### config.mk
export PLATFORM = sky130hd
export DESIGN_NAME = fir_moving_avg
export DESIGN_NICKNAME = d
export VERILOG_FILES = /design/src/rtl/fir_moving_avg.sv
export SDC_FILE = /design/constraint.sdc
export NUM_CORES = 1
export LEC_CHECK = 0
export CORE_UTILIZATION = 35
export DETAILED_ROUTE_END_ITERATION = 7
export PLACE_DENSITY = 0.62
export SLEW_MARGIN = 10
export SYNTH_ARGS = -nofsm -noshare
export SYNTH_HDL_FRONTEND = slang
export SYNTH_SLANG_ARGS = --single-unit
### constraint.sdc
create_clock -name clk -period 9.45 [get_ports clk]
set_input_delay 0.945 -clock clk [delete_from_list [all_inputs] [get_ports clk]]
set_output_delay 0.945 -clock clk [all_outputs]
set_load 0.1 [all_outputs]
### src/rtl/fir_moving_avg.sv
// N-tap moving-average FIR: each accepted sample is pre-scaled by 1/N, stored in a
// circular buffer, and folded into a running sum that adds the newest and drops the oldest.
module fir_moving_avg #(
    parameter int WIDTH     = 24,
    parameter int LOG2_TAPS = 3
) (
    input  logic                    clk,
    input  logic                    reset,
    input  logic                    en,
    input  logic                    clear,
    input  logic signed [WIDTH-1:0] d_in,
    output logic signed [WIDTH-1:0] d_out,
    output logic                    valid_out,
    output logic                    primed
);

    localparam int N = 1 << LOG2_TAPS;
    localparam logic [LOG2_TAPS:0] CNT_FULL = (LOG2_TAPS + 1)'(N);

    logic signed [WIDTH-1:0] taps [N];
    logic [LOG2_TAPS-1:0]    wr_ptr;
    logic [LOG2_TAPS:0]      cnt;
    logic [LOG2_TAPS:0]      cnt_next;
    logic signed [WIDTH-1:0] acc;
    logic signed [WIDTH-1:0] acc_next;
    logic signed [WIDTH-1:0] scaled;

    // Sum of N pre-scaled samples always fits in WIDTH bits, so the accumulator
    // needs no guard bits and no saturation.
    always_comb begin
        scaled   = d_in >>> LOG2_TAPS;
        acc_next = acc + scaled - taps[wr_ptr];
        cnt_next = (cnt == CNT_FULL) ? cnt : cnt + 1'b1;
    end

    always_ff @(posedge clk or negedge reset) begin
        if (!reset) begin
            for (int i = 0; i < N; i++) taps[i] <= '0;
            wr_ptr    <= '0;
            cnt       <= '0;
            acc       <= '0;
            d_out     <= '0;
            valid_out <= 1'b0;
            primed    <= 1'b0;
        end else if (clear) begin
            // Flush wins over a coincident strobe; that sample is dropped.
            for (int i = 0; i < N; i++) taps[i] <= '0;
            wr_ptr    <= '0;
            cnt       <= '0;
            acc       <= '0;
            d_out     <= '0;
            valid_out <= 1'b0;
            primed    <= 1'b0;
        end else if (en) begin
            taps[wr_ptr] <= scaled;
            wr_ptr       <= wr_ptr + 1'b1;
            cnt          <= cnt_next;
            acc          <= acc_next;
            d_out        <= acc_next;
            valid_out    <= 1'b1;
            primed       <= (cnt_next == CNT_FULL);
        end else begin
            valid_out <= 1'b0;
        end
    end

endmodule

==> notes.md, run 1 <==
This note records the results obtained with Yosys and OpenROAD.

Status
The run finished with clean final reports.

Worst setup path
The data required time at the worst endpoint is 9830 ps. The highest fanout seen on the critical path is 15. For the worst reg-to-reg path, the endpoint reported by OpenROAD is d_out[23]$_DFFE_PN0P_. Looking at the critical path, the single cell with the biggest stage delay is nor3b_2. Walking the worst path, the cells encountered are nor3b_2 -> buf_4 -> a22oi_1 -> nand4_1 -> fa_1 -> inv_1 -> ha_1 -> a211oi_1 -> nor2_2 -> a2111oi_4 -> o21ai_1 -> a41oi_2 -> nor2_1 -> a41oi_1 -> nand4_1. For reference, the most critical setup path is categorized as reg -> reg. The number of buffer and inverter stages on the critical path is 2. STA classifies the critical path startpoint as a register.

On the worst path, the slowest cell contributes a delay of 840 ps. The depth of the worst register-to-register path is 15. The startpoint identified for the worst register-to-register timing path is wr_ptr[1]$_DFFE_PN0P_.

Per STA, the startpoint of the critical path is wr_ptr[1]$_DFFE_PN0P_. The setup slack of the most critical reg-to-reg path is 4540 ps. Counting buffers and inverters, the worst setup path is 15 cells deep.

Drt
The number of vias after detailed routing is 9145. The number of DRC markers in iteration 0 is 937. After detailed routing, the met3 layer carries 2190 µm of wire.

The remaining antenna violation count after routing is 0. The script parses the final routing iteration and logs DRC violations as 0. The routed length on met1 is 14500 µm.

The first detailed-routing pass ran for 7 iterations. Dividing the detail-routed wire length by the instance count gives 19.4 µm. Dividing the detail-routed via count by the number of cells gives 5.38. The sum of met2 wire segment lengths after detailed routing is roughly 15000 µm.

Power and ir drop
For this design the total switching power over the nets is between 1 and 1.5 mW. The combinational power reported by the tool is 1.40 mW. The top power consumer group is combinational logic.

Sequential cells burn 29.5% of the power. The switching portion of total power is 41.0%. The cell-internal power is 1.95 mW. The areal power density over the cells is 264 mW/mm². Power comes to 3.30 mW. The leakage power total is 5.35 nW. The sequential power is 0.973 mW.

Logic synthesis
The fraction of registers with async set/reset is 100%. The commonest register cell is dfrtp_1. By count the netlist is led by nand2_1 (369), dfrtp_1 (201), a21oi_1 (197). The net count after synthesis is approximately 1400. The area fraction of the largest cell type after synthesis is 46.0%. The XOR/XNOR share of the synthesized area is 1.76%. The biggest area contributor in the post-synthesis netlist is dfrtp_1.

In this run, the synthesized area fraction spent on adder and majority cells is recorded as 7.42%. The synthesized flop and latch total is 201. The most frequently used library cell after synthesis is nand2_1. The number of synthesis warnings is 0.

After synthesis the cells add up to 0.0109 mm². The average size of a mapped cell is 8.41 µm². In this run, synthesis inferred 0 flip-flops with an integrated enable. Per the synthesis report, the simple-gate share of the synthesized area is 18.4%.

Final timing
The transition time recorded at the tightest slew-check pin is ~1200 ps. For this run, the top clock speed supported by timing is 204 MHz. The worst-case headroom to the max-slew limit is 20.2%. The final hold slack is about 390 ps. On the final layout, the worst clock skew is 10.1 ps. The number of hold violations in the final report is 0. Setup repair after global routing left no endpoint under its margin. The final max-slew violation count is 0.

Adding up every negative setup slack in the final design gives 0 ps.

Die
The tap cell instance count is between 300 and 400. The y dimension of the die is between 150 and 200 µm. The starting density of the core is 35.7%.

Pin placement for this block handled 54 I/O pins. The die width is 179 µm. The chip occupies 0.0320 mm².

After floorplanning, the core was sized to cover 0.0307 mm². The number of cell rows is 64.

Global route
The total overflow left after global routing is 0. The number of antenna violations at the first check in global routing is 0. The via count of the first global-routing pass is 9037. Global routing used 21.2% of the available tracks across all layers.

The global-route met1 utilization is 29.1%. For met3 alone, demand over resource in global routing was ~3.2%. The first-pass GRT wire length is just over 50000 µm.

Cells and area
Once layout is complete, the cells apart from fillers number 1701. For the completed layout, the total cell area is recorded as approximately 0.012 mm². The layout has a little over 3000 filler cells. The layout has ~100 inverters outside the clock class. The number of clock buffers in the layout is 33. Of all the cell area in the finished design, the clock network holds a little over 6%. The finished design was reported to have a net count of 1369. The layout has 69 buffers outside the clock class. The fraction of final layout cells with drive strength greater than 1 is 5.75%. The register with the most flip-flops in the layout has 168 of them. The area taken by flip-flops and latches is slightly above 0.005 mm². The most common library cell in the layout ignoring fill and taps is nand2_1.

The number of sequential storage elements is 201. Counting flops per register, the top entry is taps. The number of diodes is 0.

The layout contains a multi-input combinational cell count of 896. By area, the class that comes first in the final layout consists of logic gates.

Clocking
The number of clock buffers added by TritonCTS is 23. The number of H-tree branching levels is 1. The maximum buffer depth of the clock tree is 3. TritonCTS built the clock tree. The count of instances resized after the clock tree is built is 0.

The CTS root buffer is clkbuf_16. The clock sink total is 201. The clock reaches the later pin of the worst-skew pair after 520 ps. In this run, post-CTS hold repair placed 0 buffers.

Place
Per the gpl log, the routability congestion estimate is between 0.8 and 0.9. The total placed cells including tap cells is 1661. The number of port buffers is ~50. The placement stage leaves a total instance area of 0.0117 mm².
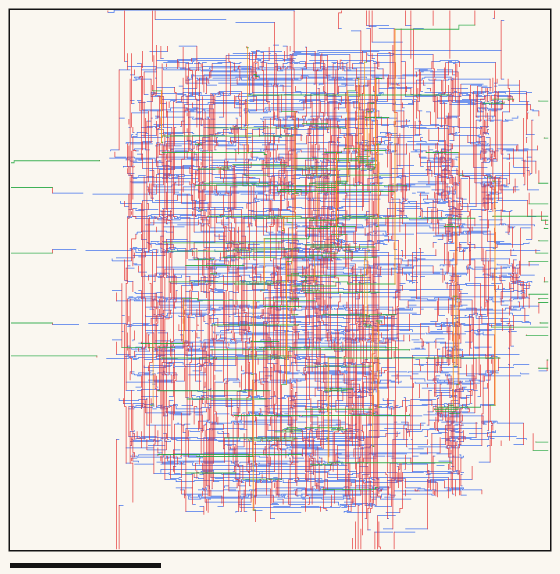
Figure 1: run 1, metal layers overlaid.
The bar under the picture is 50 µm long.
- blue: M1 (wire length 14500 µm)
- red: M2 (wire length 15300 µm)
- orange: M4 (wire length 941 µm)
- green: M3 (wire length 2190 µm)

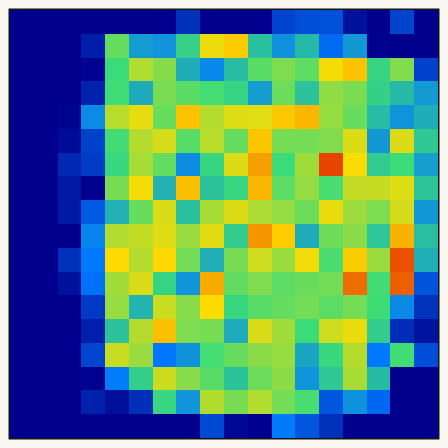
Figure 2: run 1, cell area per tile.
The die is cut into 18 by 18 equal tiles; dark blue is low, red is high, 0 to 100% covered.
- fullest tile: 92%
- tiles over 75% full: 6.8%
- emptiest ninth of the die: bottom left

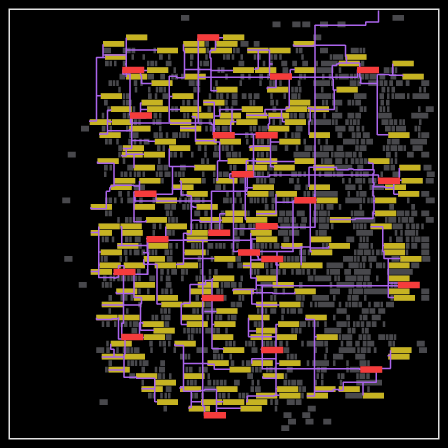
Figure 3: run 1, clock distribution.
- purple: clock wires (length 2820 µm)
- yellow: flip-flops (count 201)
- red: clock-net drivers (count 23)
- routed clock nets: 24

==> run 1 -> run 2 <==
--- a/config.mk
+++ b/config.mk
@@ -7,7 +7,7 @@
 export LEC_CHECK = 0
 export CORE_UTILIZATION = 35
 export DETAILED_ROUTE_END_ITERATION = 7
-export PLACE_DENSITY = 0.62
+export PLACE_DENSITY = 0.64
 export SLEW_MARGIN = 10
 export SYNTH_ARGS = -nofsm -noshare
 export SYNTH_HDL_FRONTEND = slang
==> constraint.sdc (replaced) <==
create_clock -name clk -period 4.2 [get_ports clk]
set_input_delay 0.42 -clock clk [delete_from_list [all_inputs] [get_ports clk]]
set_output_delay 0.42 -clock clk [all_outputs]
set_load 0.1 [all_outputs]
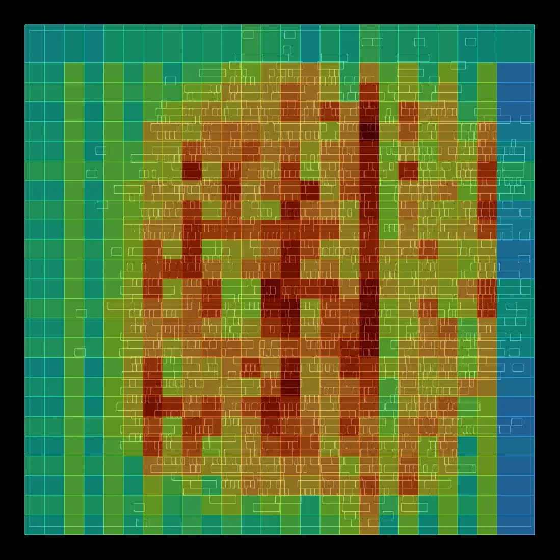
Figure 4: run 2, congestion heat map.
met2 track utilization from global routing: 35.4%
post-route core utilization: 42.9%
highest-utilization routing layer at the global route stage: met2

==> notes.md, run 2 <==
This note records the results obtained with Yosys and OpenROAD.

Logic synthesis
In this run, synthesis produced a sequential element count of 201. The fraction of registers with async set/reset is 100%. The most common flop cell mapped by yosys is dfrtp_1. The net count after synthesis is 1379. Per the synthesis report, the dominant area consumer among library cells is dfrtp_1. The synthesized design contains 0 enable-type register cells. In this run the cell area of the synthesized design comes to 0.0109 mm². The top cell type by instance count after synthesis is nand2_1.

The share of synthesized area in the top cell type comes to a little under half. For this run, the number of Yosys warnings is 0. The XOR/XNOR share of the synthesized area is 1.76%. The share of synthesized cell area in and, or, nand and nor gates is 18.4%.

After synthesis, the most frequently instantiated cells are nand2_1 (369), dfrtp_1 (201), a21oi_1 (197). The fraction of the mapped netlist area in adder cells is 7.42%.

Cells and area
Per the layout report, the design carries 32 clock buffers. Cells with a size suffix above 1 make up 11.5% of the layout. The number of flip-flops under the largest register name is 168. The finished cells cover 0.0132 mm². In the final layout, excluding clock buffers the buffer count is 124. The register with the most flip-flops in the final layout is taps.

For this run, combinational gates with multiple inputs come to between 800 and 900. The layout report lists the clock-cell share of area as under 10%. The area taken by flip-flops and latches is ~0.0050 mm². Per the layout report, the design carries 99 non-clock inverters. The class occupying the most area after layout is reported as logic gates.

The area of combinational cells with multiple inputs is between 0.005 and 0.006 mm². After filler insertion, the fill cell instance count of the layout stands at about 3000. The number of sequential storage elements is 201.

Worst setup path
Setup slack on the worst reg-to-reg path comes out at 90 ps. Listed in order, past its start point the critical path passes nor3b_2 -> buf_4 -> buf_4 -> a22oi_1 -> nand4_1 -> fa_1 -> inv_1 -> ha_1 -> o211ai_1 -> a21oi_2 -> o41ai_4 -> buf_4 -> o21ai_2 -> a311oi_2 -> xor2_1 -> o21ai_1. The number of cells on the critical path is 16. The delay of the slowest cell on the worst path is 540 ps. The worst flop-to-flop path endpoint is d_out[18]$_DFFE_PN0P_.

The required time at the worst endpoint is listed as 4570 ps. The number of cells on the worst reg-to-reg path is 16. Looking at the reg2reg group, the worst path starts from wr_ptr[1]$_DFFE_PN0P_. STA classifies the critical path startpoint as a register.

The most common cell type on the critical path is buf_4. The timing startpoint of the critical path is wr_ptr[1]$_DFFE_PN0P_. The number of buffer and inverter stages on the critical path is 4. By startpoint and endpoint, the worst setup path is classified as reg -> reg.

Place
Per the gpl log, the routability congestion estimate is 0.810. In this run the cell area measured after placement is about 0.012 mm². As logged by OpenROAD, the buffers inserted on ports number 50. Once placement completed, the tool counted placed cells totaling 1709.

Die
The I/O pin count is between 50 and 60. The die is roughly 180 µm wide. The starting density of the core is 35.7%.

Per the OpenROAD floorplan log, the area of the die is approximately 0.032 mm². The y dimension of the die is 179 µm. The region available for standard cell placement spans approximately 0.031 mm². During tapcell insertion the tool placed ~400 well taps. The number of cell rows is 64.

Drt
Once iteration 0 of detailed routing completed, the report listed 850 DRC markers. The number of vias after detailed routing is 9512. The final wirelength is between 30000 and 40000 µm. The iteration count of the initial detailed-routing pass is 5. The per-cell via count in the routed design is 5.40. The routed length on met1 is around 14000 µm. Per the post-route antenna check, the number of violating nets is 0.

In the detailed route, the total length drawn on met2 is about 16000 µm. For this run, design rule violations remaining after detail routing come to 0.

Min path
STA shows the worst min-delay path finishing at cnt[3]$_DFFE_PN0P_.

Power and ir drop
The switching portion of total power is roughly 40%. The areal power density over the cells is 603 mW/mm². The sequential power is 2.19 mW. For the combinational group, total power comes out at 3.45 mW.

The flow reports that sequential cells draw 27.6% of the design power. The script extracted a net switching power of 3.17 mW. The top power consumer group is combinational logic. In the power breakdown, the internal column shows ~4.8 mW.

Final timing
The final timing report lists clock skew as 24.0 ps. The slew at the pin closest to its max-slew limit is 1160 ps. The flow reports an fmax of between 200 and 250 MHz. The number of hold violations in the final report is 0. The final hold slack is 350 ps.

The final layout reports a setup TNS of 0 ps. The worst-case headroom to the max-slew limit is 22.2%.

Clocking
The post-CTS hold buffer count recorded in the log is 1. The number of H-tree branching levels is 1. The clock sink total is 201. Per the skew report, the later register of the worst-skew pair sees a clock latency of 530 ps.

The count of instances resized after the clock tree is built is 0. The TritonCTS clock tree is yes. Looking at the clock tree report, the root buffer type is clkbuf_16.

The maximum buffer depth of the clock tree is 3.

Global route
The via count of the first global-routing pass is 9253. The first-pass GRT wire length is between 50000 and 60000 µm. The number of antenna violations at the first check in global routing is 0.

The remaining global-route overflow is 0.

Status
The run finished with clean final reports.
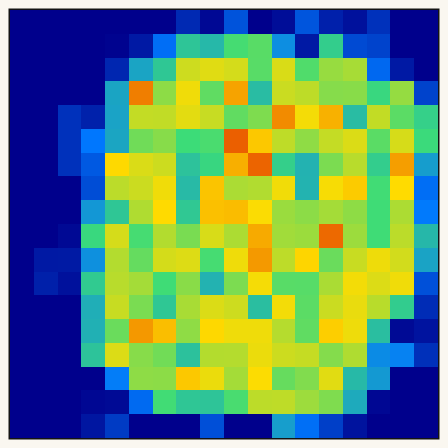
Figure 5: run 2, cell area per tile.
The die is cut into 18 by 18 equal tiles; dark blue is low, red is high, 0 to 100% covered.
- mean over tiles: 40%
- nearly empty tiles: 24%
- fullest tile: 89%
- emptiest ninth of the die: top left
- tiles over 75% full: 7.7%
- densest ninth of the die: middle

Power is estimated from default activity; no workload was simulated.
